### Cell classes on the final placement

Fill, decap, tap and diode cells in grey.
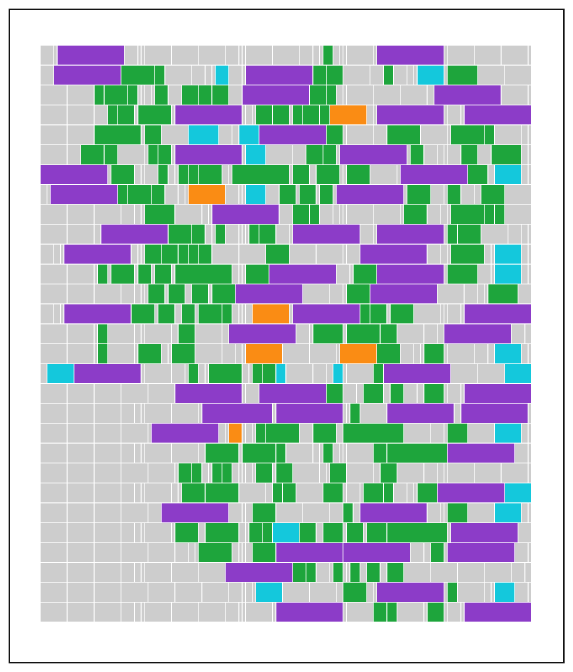
### Met1 routing

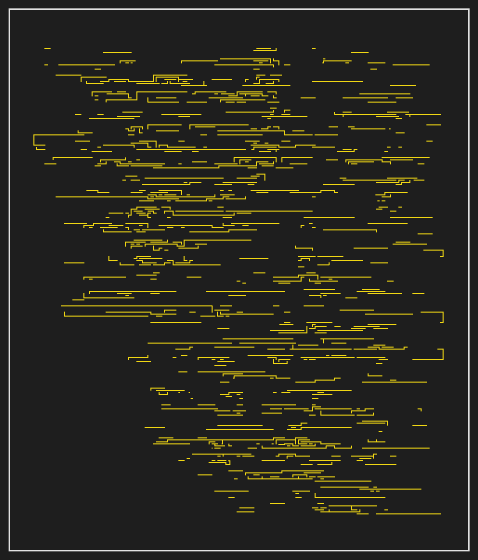
### Clock wiring as the flow saved it

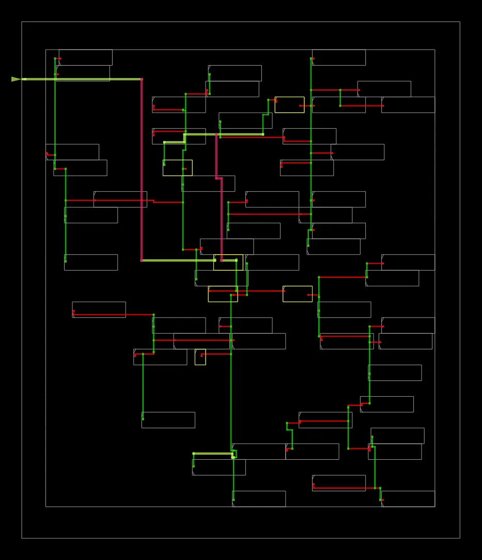
### Metal 3

The bar under the picture is 20 um long.
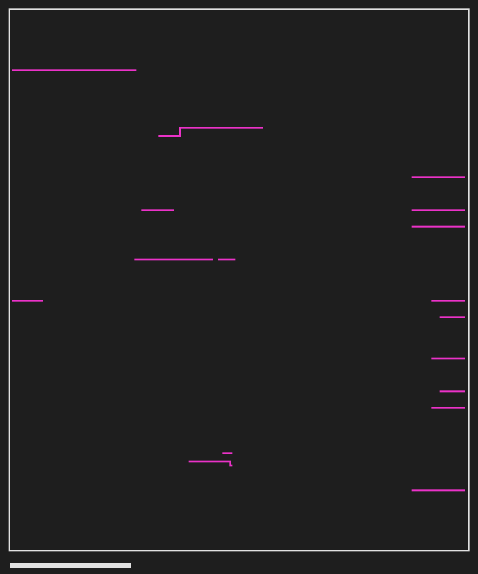
==> config.mk <==
export PLATFORM = sky130hd
export DESIGN_NAME = led_pattern_gen
export DESIGN_NICKNAME = d
export VERILOG_FILES = /design/src/rtl/led_pattern_gen.sv
export SDC_FILE = /design/constraint.sdc
export NUM_CORES = 1
export LEC_CHECK = 0
export CORE_ASPECT_RATIO = 1.2
export CORE_MARGIN = 4
export CORE_UTILIZATION = 47
export DETAILED_ROUTE_END_ITERATION = 8
export GPL_TIMING_DRIVEN = 0
export PLACE_DENSITY = 0.67
export SLEW_MARGIN = 20
export SYNTH_ARGS = -nofsm -noshare
export SYNTH_HDL_FRONTEND = slang
export SYNTH_SLANG_ARGS = --single-unit
==> constraint.sdc <==
create_clock -name clk -period 1.98 [get_ports clk]
set_input_delay 0.594 -clock clk [delete_from_list [all_inputs] [get_ports clk]]
set_output_delay 0.594 -clock clk [all_outputs]
set_load 0.005 [all_outputs]
==> deck_impl_summary.md <==
Run Summary

Status
  – Outcome: completed

Layout
  – Nets: 276
  – Fin util: 54.6%
  – Number of logic gates: 162
  – Filler cells: 469
  – Gate Area: 1190 um2
  – ANT cells: 0
  – Max-area cell class: flip-flops and latches
  – Area Overhead vs Synth: 12.1%
  – Non-clock inverters: 12
  – Layout Cells excl Fill: 315
  – Top cells excl fill/tap: dfrtp_1, nor2_1, xnor2_1
  – Layout cells sized above 1: 10.7%
  – Logic share of the area: 41.3%
  – Register area: 1330 um2
  – Commonest Layout Cell: dfrtp_1
  – Clk tree area frac: 2.55%
  – Max reg flops: 20
  – Signal buf overhead: 6.02%
  – Signal buffers: 20

Clock network
  – # hold bufs at CTS: 0
  – Cts bufs inserted: 5
  – Worst-path clk slew: 80 ps
  – PostCTS Resize Cnt: 0
  – CTS tree: done
  – Num Clock Sinks: 53
  – Clock latency on the worst-skew pair: 290 ps
  – Clock buffer depth: 2
  – Post-CTS Setup Inserts: 0
  – Htree depth: 2
  – CTS root buffer: clkbuf_8

Timing
  – Final Hold Vio Count: 0
  – RSZ-0062 raised after global routing: no
  – Final Max Slew Viols: 0
  – Post-layout min period: 1860 ps
  – Setup ws final: 119 ps
  – Slew HR: 56.8%
  – Final setup vio count: 0
  – Setup TNS: 0 ps
  – Slew @ Worst Pin: 648 ps
  – Fin crit share: 94.0%
  – Hold slack final: 316 ps
  – FMAX: 537 MHz
  – Clock Skew: 3.65 ps

Worst setup path
  – Reg2reg setup slack: 150 ps
  – Crit path max fanout: 9
  – CP Data Required Time: 1390 ps
  – Crit path DAT: 1270 ps
  – R2R cell count: 6
  – Buffers and inverters on the worst path: 1
  – Slowest-stage cell, CP: clkdlybuf4s50_1
  – Worst setup SP type: flop
  – CP top delay family: buffers and inverters
  – Crit-path cells: clkdlybuf4s50_1
  – Critical path depth: 1
  – CP Class: flop to output pin
  – Max incr delay on CP: 530 ps
  – Critical path endpoint category: output pin

Synth
  – XOR Share, Synth: 8.15%
  – Ys async rst share: 100%
  – Most instantiated cells after synthesis: dfrtp_1, nor2_1, xnor2_1, ha_1, nand2_1
  – Post-Synth Simple-Gate Area: 18.8%
  – Synthesis area per yosys: 2580 um2
  – Distinct lib cells used: 43
  – AO/OA Area Share: 7.81%
  – Ys flops: 53
  – Post-Syn Nets: 253
  – Mux share of post-synthesis cell area: 4.80%
  – Cell Area, Synth: 2580 um2
  – # Cells Yosys: 231
  – Top cell area share: 51.4%
  – Main logic family after synthesis: simple AND/OR/NAND/NOR gates
  – Top area cell types: dfrtp_1, ha_1, xnor2_1
  – Post-synthesis average cell area: 11.2 um2
  – Post-Synthesis Cells: 231
  – Area leader, netlist: dfrtp_1
  – Adder Area Share: 6.31%
  – Most common cell in the synthesized netlist: dfrtp_1
  – Top_reg_cell synth: dfrtp_1
  – Post-synth EDFFs: 0
  – Synth Warn #: 0
  – Post-synth seq share: 51.4%

Placement
  – DP Worst Slack: -205 ps
  – Detailed placer's ending HPWL: 3090 um
  – Placer Congestion: 0.762
  – Cell Area, Placed: 2780 um2
  – PortBufs: 13
  – Cell count after placement: 306

Pwr
  – Pwr top: sequential cells
  – Pwr/cell area: 667 nW/um2
  – Cell-internal power: 0.00145 W
  – Seq pwr share: 62.7%
  – Final Power: 0.00193 W
  – Clk pwr: 0.000547 W
  – Leak: 1.34 nW
  – Gate power share: 8.9%
  – Net Sw Frac: 24.6%
  – Combinational Power: 0.000171 W
  – Power share of the clock group: 28.4%
  – Switching power: 0.000474 W
  – Max VDD drop: 0.428 mV
  – P_seq: 0.00121 W

Routing
  – First-pass DRT Iterations: 4
  – Metal3 WL: 130 um
  – Metal2 WL: 2150 um
  – Post-DR vias/cell: 5.45
  – Post-route DRC violation count: 0
  – Highest metal used: met4
  – Met1 Wirelength: 2000 um
  – DRT iter0 DRCs: 71
  – Drt wl/cell: 13.8 um
  – ANT nets after route: 0

Die
  – IO Pins: 15
  – Core Density at Floorplan: 48.7%
  – Well tap count: 62
  – DIE HEIGHT: 89.1 um
  – Die width: 75.6 um
  – CORE AREA: 5300 um2
  – Die Size: 6740 um2

Global routing
  – Busiest grt layer: met2
  – Met2 Use GR: 24.0%
  – Largest net degree at the start of global routing: 54
  – First-pass GRT wire length: 7350 um
  – GRT Overall Usage: 14.1%
  – Antenna violations before repair: 0
  – Vias in the first global route: 1628
  – Grt total ovfl: 0
  – M1 GR Usage: 18.0%

Flow run
  – Log Warnings: 31
  – Max cap viols: 0

Hold path
  – HP Class: primary input to asynchronous set/reset pin
## Picture notes: 'Cell classes on the final placement'
colour	class	cells
purple	registers	53
orange	clock drivers and dummy loads	6
cyan	remaining buffers and delay cells	20
green	remaining logic cells	174
post-route cell area: 2890 um2
row cnt: 29
sequential cell area share: 45.9%

## Picture notes: 'Met1 routing'
nets with wire on the layer	244
longest straight run	24.8 um
routed vias: 1716
drt total wl: 4340 um

## Picture notes: 'Clock wiring as the flow saved it'
Seq cells: 53
layout clock buffer count: 5

## Picture notes: 'Metal 3'
share of all routed wire	3.0%
main direction	horizontal
nets with wire on the layer	15
M3 GR Usage: 3.04%

Power is estimated from default activity; no workload was simulated.
